--- src/rtl/lock_pkg.sv ---
// Shared key codes, entry length and FSM state type for the password lock keypad path.
package lock_pkg;

   localparam logic [3:0] KEY_BKSP  = 4'hB;
   localparam logic [3:0] KEY_CLR   = 4'hC;
   localparam logic [3:0] KEY_ENT   = 4'hE;
   localparam int         PW_DIGITS = 4;

   typedef enum logic [1:0] {
      IDLE,
      ENTRY,
      FULL,
      SUBMIT
   } state_t;

   function automatic logic is_digit(input logic [3:0] code);
      return code <= 4'd9;
   endfunction

endpackage

--- src/rtl/inactivity_timer.sv ---
// Idle-cycle counter: counts while enabled, clears on restart, flags the last cycle of the window.
module inactivity_timer #(
   parameter int TIMEOUT_CYCLES = 100_000_000,
   parameter int TMR_W          = 27
) (
   input  logic clk,
   input  logic reset,
   input  logic enable,
   input  logic restart,
   output logic expire
);

   localparam logic [TMR_W-1:0] LAST = TMR_W'(TIMEOUT_CYCLES - 1);

   logic [TMR_W-1:0] cnt_reg;

   // A coincident restart wins over expiry so a late key keeps the entry alive.
   assign expire = enable && !restart && (cnt_reg == LAST);

   always_ff @(posedge clk or posedge reset) begin
      if (reset) begin
         cnt_reg <= '0;
      end else if (!enable || restart || expire) begin
         cnt_reg <= '0;
      end else begin
         cnt_reg <= cnt_reg + 1'b1;
      end
   end

endmodule

--- src/rtl/keypad_pw_assembler.sv ---
// Collects BCD key strobes into a 4-digit entry word and issues a one-cycle compare strobe.
module keypad_pw_assembler
   import lock_pkg::*;
#(
   parameter int TIMEOUT_CYCLES = 100_000_000,
   parameter int TMR_W          = 27
) (
   input  logic        clk,
   input  logic        reset,
   input  logic        key_valid,
   input  logic [3:0]  key_code,
   input  logic        gen_stop,
   output logic [15:0] pw_16bit,
   output logic        enb_cmp,
   output logic [2:0]  digit_count,
   output logic        timeout,
   output logic        entry_err
);

   state_t      state_reg;
   logic [15:0] pw_reg;
   logic [2:0]  count_reg;
   logic        enb_cmp_reg;
   logic        timeout_reg;
   logic        entry_err_reg;

   logic digit_ok;
   logic bksp_ok;
   logic clr_ok;
   logic ent_ok;
   logic key_event;
   logic tmr_enable;
   logic tmr_expire;

   // Only keys that actually change the entry count as activity.
   assign digit_ok  = key_valid && is_digit(key_code) && ((state_reg == IDLE) || (state_reg == ENTRY));
   assign bksp_ok   = key_valid && (key_code == KEY_BKSP) && ((state_reg == ENTRY) || (state_reg == FULL));
   assign clr_ok    = key_valid && (key_code == KEY_CLR) && (state_reg != SUBMIT);
   assign ent_ok    = key_valid && (key_code == KEY_ENT) && (state_reg != SUBMIT);
   assign key_event = digit_ok || bksp_ok || clr_ok || ent_ok;

   assign tmr_enable = !gen_stop && ((state_reg == ENTRY) || (state_reg == FULL));

   inactivity_timer #(
      .TIMEOUT_CYCLES (TIMEOUT_CYCLES),
      .TMR_W          (TMR_W)
   ) u_timer (
      .clk     (clk),
      .reset   (reset),
      .enable  (tmr_enable),
      .restart (key_event),
      .expire  (tmr_expire)
   );

   always_ff @(posedge clk or posedge reset) begin
      if (reset) begin
         state_reg     <= IDLE;
         pw_reg        <= 16'h0000;
         count_reg     <= 3'd0;
         enb_cmp_reg   <= 1'b0;
         timeout_reg   <= 1'b0;
         entry_err_reg <= 1'b0;
      end else begin
         enb_cmp_reg   <= 1'b0;
         timeout_reg   <= 1'b0;
         entry_err_reg <= 1'b0;
         if (gen_stop) begin
            state_reg <= IDLE;
            pw_reg    <= 16'h0000;
            count_reg <= 3'd0;
         end else if (state_reg == SUBMIT) begin
            // The submitted word stays on pw_16bit for downstream.
            state_reg <= IDLE;
            count_reg <= 3'd0;
         end else if (digit_ok) begin
            pw_reg    <= (state_reg == IDLE) ? {12'h000, key_code} : {pw_reg[11:0], key_code};
            count_reg <= count_reg + 3'd1;
            state_reg <= (count_reg == 3'(PW_DIGITS - 1)) ? FULL : ENTRY;
         end else if (bksp_ok) begin
            pw_reg    <= {4'h0, pw_reg[15:4]};
            count_reg <= count_reg - 3'd1;
            state_reg <= (count_reg == 3'd1) ? IDLE : ENTRY;
         end else if (clr_ok) begin
            state_reg <= IDLE;
            pw_reg    <= 16'h0000;
            count_reg <= 3'd0;
         end else if (ent_ok) begin
            if (state_reg == FULL) begin
               state_reg   <= SUBMIT;
               enb_cmp_reg <= 1'b1;
            end else begin
               state_reg     <= IDLE;
               pw_reg        <= 16'h0000;
               count_reg     <= 3'd0;
               entry_err_reg <= 1'b1;
            end
         end else if (tmr_expire) begin
            state_reg   <= IDLE;
            pw_reg      <= 16'h0000;
            count_reg   <= 3'd0;
            timeout_reg <= 1'b1;
         end
      end
   end

   assign pw_16bit    = pw_reg;
   assign digit_count = count_reg;
   assign enb_cmp     = enb_cmp_reg && !gen_stop;
   assign timeout     = timeout_reg;
   assign entry_err   = entry_err_reg;

endmodule

--- config.mk ---
export PLATFORM = sky130hd
export DESIGN_NAME = keypad_pw_assembler
export DESIGN_NICKNAME = d
export VERILOG_FILES = /design/src/rtl/lock_pkg.sv /design/src/rtl/inactivity_timer.sv /design/src/rtl/keypad_pw_assembler.sv
export SDC_FILE = /design/constraint.sdc
export NUM_CORES = 1
export LEC_CHECK = 0
export CAP_MARGIN = 5
export CORE_AREA = 3 3 60 84
export CTS_CLUSTER_SIZE = 30
export DETAILED_ROUTE_END_ITERATION = 16
export DIE_AREA = 0 0 63 87
export PLACE_DENSITY = 0.87
export SLEW_MARGIN = 20
export SYNTH_ARGS = -nofsm -noshare
export SYNTH_HDL_FRONTEND = slang
export SYNTH_SLANG_ARGS = --single-unit
--- constraint.sdc ---
create_clock -name clk -period 4.4 [get_ports clk]
set_clock_uncertainty 0.15 [all_clocks]
set_input_delay 1.1 -clock clk [delete_from_list [all_inputs] [get_ports clk]]
set_output_delay 1.1 -clock clk [all_outputs]
set_load 0.01 [all_outputs]
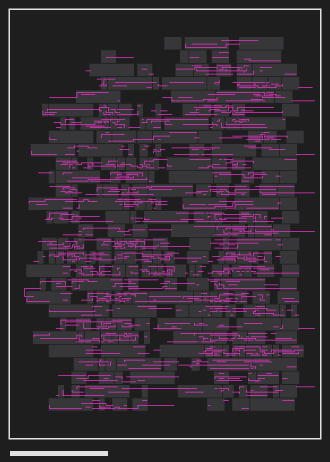
Fig. 1. Metal 1 (run 1).
Bar = 20 um. Cells faint in the background.
share of all routed wire = 41%
wire length on this layer = 2180 um
longest straight run = 15.6 um

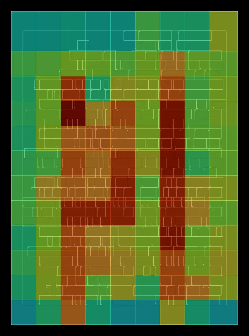
Fig. 2. Routing congestion map (run 1).
met1 demand-to-capacity share in global routing: 23.1%
overall track demand over capacity in global routing: 20.9%
final design utilization: 70.7%

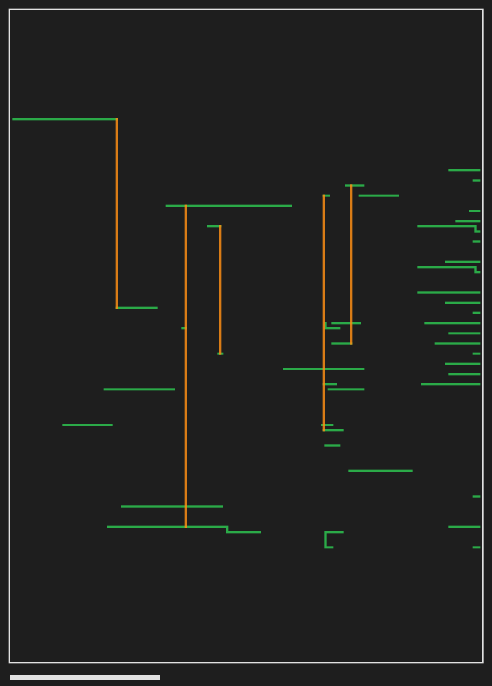
Fig. 3. Routed metal, one color a layer (run 1).
Bar = 20 um. Two of the layers only.
met3 -> green  # wire length 224 um
met4 -> orange  # wire length 137 um
routed vias: 2075
total wire length after detailed routing: 5.35 mm
routed len/inst: 15.3 um

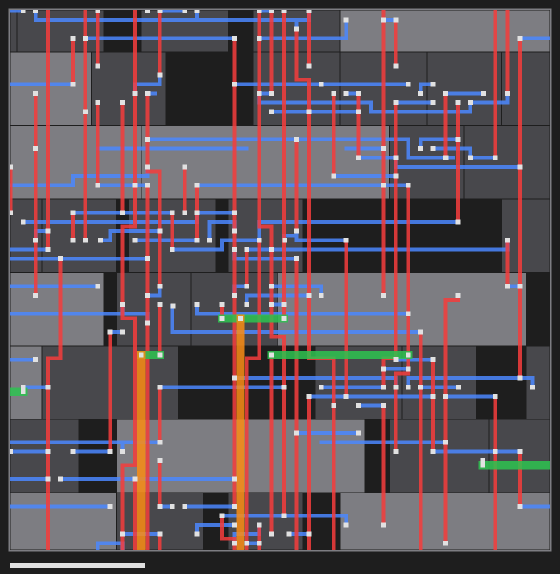
Fig. 4. A small window of the routed layout (run 1).
Bar = 5 um. Window x 37 to 57, y 55 to 75 um. Cells in gray, sequential cells in the stronger gray; small squares are vias.
met1 -> blue
met3 -> green
met2 -> red
met4 -> orange
netlist names of flops here include = pw_16bit (6)
most frequent = a22oi_1 (8), o2bb2ai_1 (7), dfrtp_1 (6)
sequential cells in the window = 6
cells with their middle in the window = 28

==> flow_summary.json, run 1 <==
{
  "worstPathRequired_ns": 3.15,
  "combinational_group_share_of_total_power_pct": 8.4,
  "drt-met1-wl_mm": 2.18,
  "tritoncts.num_buffers": 5,
  "critical_path.n_buffers_inverters": 2,
  "internal-power_mw": 0.614,
  "dr.first_iter.drc_count": 201,
  "signal_buffers_share_of_area_pct": 10.3,
  "grt-busiest-layer": "met2",
  "synthTopCellsByCount": "sky130_fd_sc_hd__dfrtp_1, sky130_fd_sc_hd__nor2_1, sky130_fd_sc_hd__xor2_1",
  "worst_setup_path_endpoint": "enb_cmp",
  "ir_worst_vdd_mv": 0.224,
  "chip_area_mm2": 0.00548,
  "met2_length_mm": 2.81,
  "cts_tree": "done",
  "logic_gate_count": 188,
  "buffers_non_clock": 32,
  "worstHoldStart": "u_timer.cnt_reg[0]",
  "outcome": "finished clean",
  "placed_area_mm2": 0.00295,
  "dominant_cells": "sequential cells",
  "slowest_stage_delay_on_critical_path_ns": 0.56,
  "numSequentialCells": 51,
  "worstSetupEndpointType": "output pin",
  "nonClockInverterCount": 10,
  "relative_area_of_clock_buffers_and_inverters_in_the_final_design_pct": 3.04,
  "rows": 28,
  "ant_nets": 0,
  "powerSeq_mw": 0.479,
  "grtUsageMet2_pct": 38.7,
  "flop_cell": "sky130_fd_sc_hd__dfrtp_1",
  "path_clk_slew_ns": 0.09,
  "adder_share_pct": 4.32,
  "power.switching_mw": 0.214,
  "post-route-min-period_ns": 3.61,
  "grt_pass1_wl_mm": 9.34,
  "setup.worst_path.class": "input pin to output pin",
  "dp.cells": 341,
  "timing.final.ws_setup_ns": 0.789,
  "power_top_consumer": "registers",
  "die-width_um": 63,
  "clk_root_buffer_cell": "sky130_fd_sc_hd__clkbuf_8",
  "max_slew_margin_pct": 43.1,
  "power_switching_share_pct": 25.8,
  "sequentialPowerShare_pct": 57.8,
  "maxSlewViolCount": 0,
  "mux_area_share_pct": 0.384,
  "routabilityCongestion": 0.882,
  "pg_comb_mw": 0.0697,
  "whs_path_depth": 1,
  "design.final.nets": 305,
  "mi_logic_area_mm2": 0.00125,
  "yosysSeqAreaShare_pct": 49.0,
  "drt_drc": 0,
  "clockBufferDepth": 2,
  "grt_start_max_net_pins": 52,
  "max_cap_violations": 0,
  "cell_chain_critical_path": "clkdlybuf4s50_1 -> nor2b_1 -> clkdlybuf4s50_1",
  "final-seq-area_mm2": 0.00128,
  "instances_no_fill": 349,
  "number_of_warnings_issued_by_yosys": 0,
  "num_antenna_cells": 0,
  "critical-path-top-delay-family": "buffers and inverters",
  "antenna_found_initial": 0,
  "synth_area_mm2": 0.00260,
  "tightest_slew_ns": 0.852,
  "synthTopCellsByArea": "sky130_fd_sc_hd__dfrtp_1, sky130_fd_sc_hd__xor2_1, sky130_fd_sc_hd__nor2_1",
  "number_of_global_route_vias_before_repair": 2156,
  "ff2ff_path_depth": 5,
  "cellLeakagePower_nw": 1.20,
  "route.detailed.vias_per_inst": 5.95,
  "met3_length_um": 224,
  "mappedNetlistNets": 276,
  "grtUsageMet3_pct": 3.62,
  "power.density_cell_area_mw_per_mm2": 272,
  "synthesis.area_per_instance_um2": 10.1,
  "core_util_at_fp_pct": 60.5,
  "syn_to_final_growth_pct": 17.0,
  "n_clock_buffer": 5,
  "worstPathMaxFanout": 9,
  "yosys_area_mm2": 0.00260,
  "timing.hold.ws_ns": 0.340,
  "comb-cell-share_pct": 41.1,
  "critical_path_cell_count": 3,
  "syn-instance-count": 259,
  "ys_ff": 51,
  "post_cts_resized": 0
}
Fig. 5: run 1, signal metal coverage by tile
13 x 17 tiles, from white (low) to dark blue (high), scaled to the fullest tile. Values are wire area over tile area, all layers added.
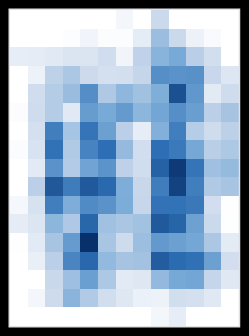

--- run 2 (diff from run 1) ---
--- a/config.mk
+++ b/config.mk
@@ -6,11 +6,11 @@
 export NUM_CORES = 1
 export LEC_CHECK = 0
 export CAP_MARGIN = 5
-export CORE_AREA = 3 3 60 84
+export CORE_AREA = 3 3 62 87
 export CTS_CLUSTER_SIZE = 30
 export DETAILED_ROUTE_END_ITERATION = 16
-export DIE_AREA = 0 0 63 87
-export PLACE_DENSITY = 0.87
+export DIE_AREA = 0 0 65 90
+export PLACE_DENSITY = 0.82
 export SLEW_MARGIN = 20
 export SYNTH_ARGS = -nofsm -noshare
 export SYNTH_HDL_FRONTEND = slang
==> constraint.sdc (replaced) <==
create_clock -name clk -period 3.5 [get_ports clk]
set_clock_uncertainty 0.15 [all_clocks]
set_input_delay 0.875 -clock clk [delete_from_list [all_inputs] [get_ports clk]]
set_output_delay 0.875 -clock clk [all_outputs]
set_load 0.01 [all_outputs]
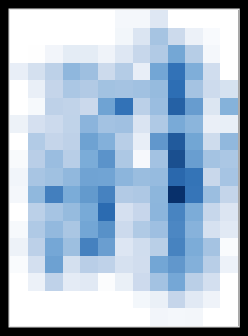
Fig. 6. Signal metal coverage by tile (run 2).
13 x 18 tiles, from white (low) to dark blue (high), scaled to the fullest tile. Values are wire area over tile area, all layers added.
mean over tiles = 0.15
emptiest ninth of the die = upper left
tiles over half the peak = 16%
fullest tile = 0.54
densest ninth of the die = middle right
nearly empty tiles = 20%

==> flow_summary.json, run 2 <==
{
  "groute.usage.overall_pct": 20.0,
  "combinational_group_share_of_total_power_pct": 9.0,
  "comb-cell-share_pct": 40.1,
  "buffers_non_clock": 40,
  "ir_worst_vdd_mv": 0.260,
  "mi_logic_area_mm2": 0.00124,
  "dp.cells": 351,
  "die-width_um": 65,
  "numSequentialCells": 51,
  "num_antenna_cells": 0,
  "met3_length_um": 193,
  "synthTopCellsByArea": "sky130_fd_sc_hd__dfrtp_1, sky130_fd_sc_hd__xor2_1, sky130_fd_sc_hd__nor2_1",
  "routed_len_inst_um": 14.9,
  "wl_mm": 5.37,
  "number_of_warnings_issued_by_yosys": 0,
  "worstPathRequired_ns": 2.47,
  "critical-path-top-delay-family": "buffers and inverters",
  "globalRouteMet1Util_pct": 23.5,
  "post_cts_resized": 0,
  "clk_root_buffer_cell": "sky130_fd_sc_hd__clkbuf_8",
  "tritoncts.num_buffers": 5,
  "mux_area_share_pct": 0.384,
  "timing.hold.ws_ns": 0.345,
  "post-route-min-period_ns": 2.99,
  "instances_no_fill": 359,
  "dr.first_iter.drc_count": 203,
  "ff2ff_path_depth": 6,
  "slowest_stage_delay_on_critical_path_ns": 0.55,
  "route.detailed.vias_per_inst": 5.68,
  "flop_cell": "sky130_fd_sc_hd__dfrtp_1",
  "outcome": "finished clean",
  "yosys_area_mm2": 0.00260,
  "worstSetupEndpointType": "output pin",
  "met2_length_mm": 2.82,
  "detailroute.via_count": 2039,
  "yosysSeqAreaShare_pct": 49.0,
  "core_util_at_fp_pct": 56.5,
  "cts_tree": "done",
  "maxSlewViolCount": 0,
  "critical_path_cell_count": 3,
  "synthTopCellsByCount": "sky130_fd_sc_hd__dfrtp_1, sky130_fd_sc_hd__nor2_1, sky130_fd_sc_hd__xor2_1",
  "final-seq-area_mm2": 0.00128,
  "grt_start_max_net_pins": 29,
  "worst_setup_path_endpoint": "enb_cmp",
  "power.density_cell_area_mw_per_mm2": 337,
  "synthesis.area_per_instance_um2": 10.1,
  "ys_ff": 51,
  "power_top_consumer": "registers",
  "clockBufferDepth": 2,
  "fin_util_pct": 67.4,
  "cellLeakagePower_nw": 1.25,
  "cell_chain_critical_path": "clkdlybuf4s50_1 -> nor2b_1 -> clkdlybuf4s50_1",
  "mappedNetlistNets": 276,
  "adder_share_pct": 4.32,
  "powerSeq_mw": 0.602,
  "timing.final.ws_setup_ns": 0.507,
  "power_switching_share_pct": 25.3,
  "critical_path.n_buffers_inverters": 2
}
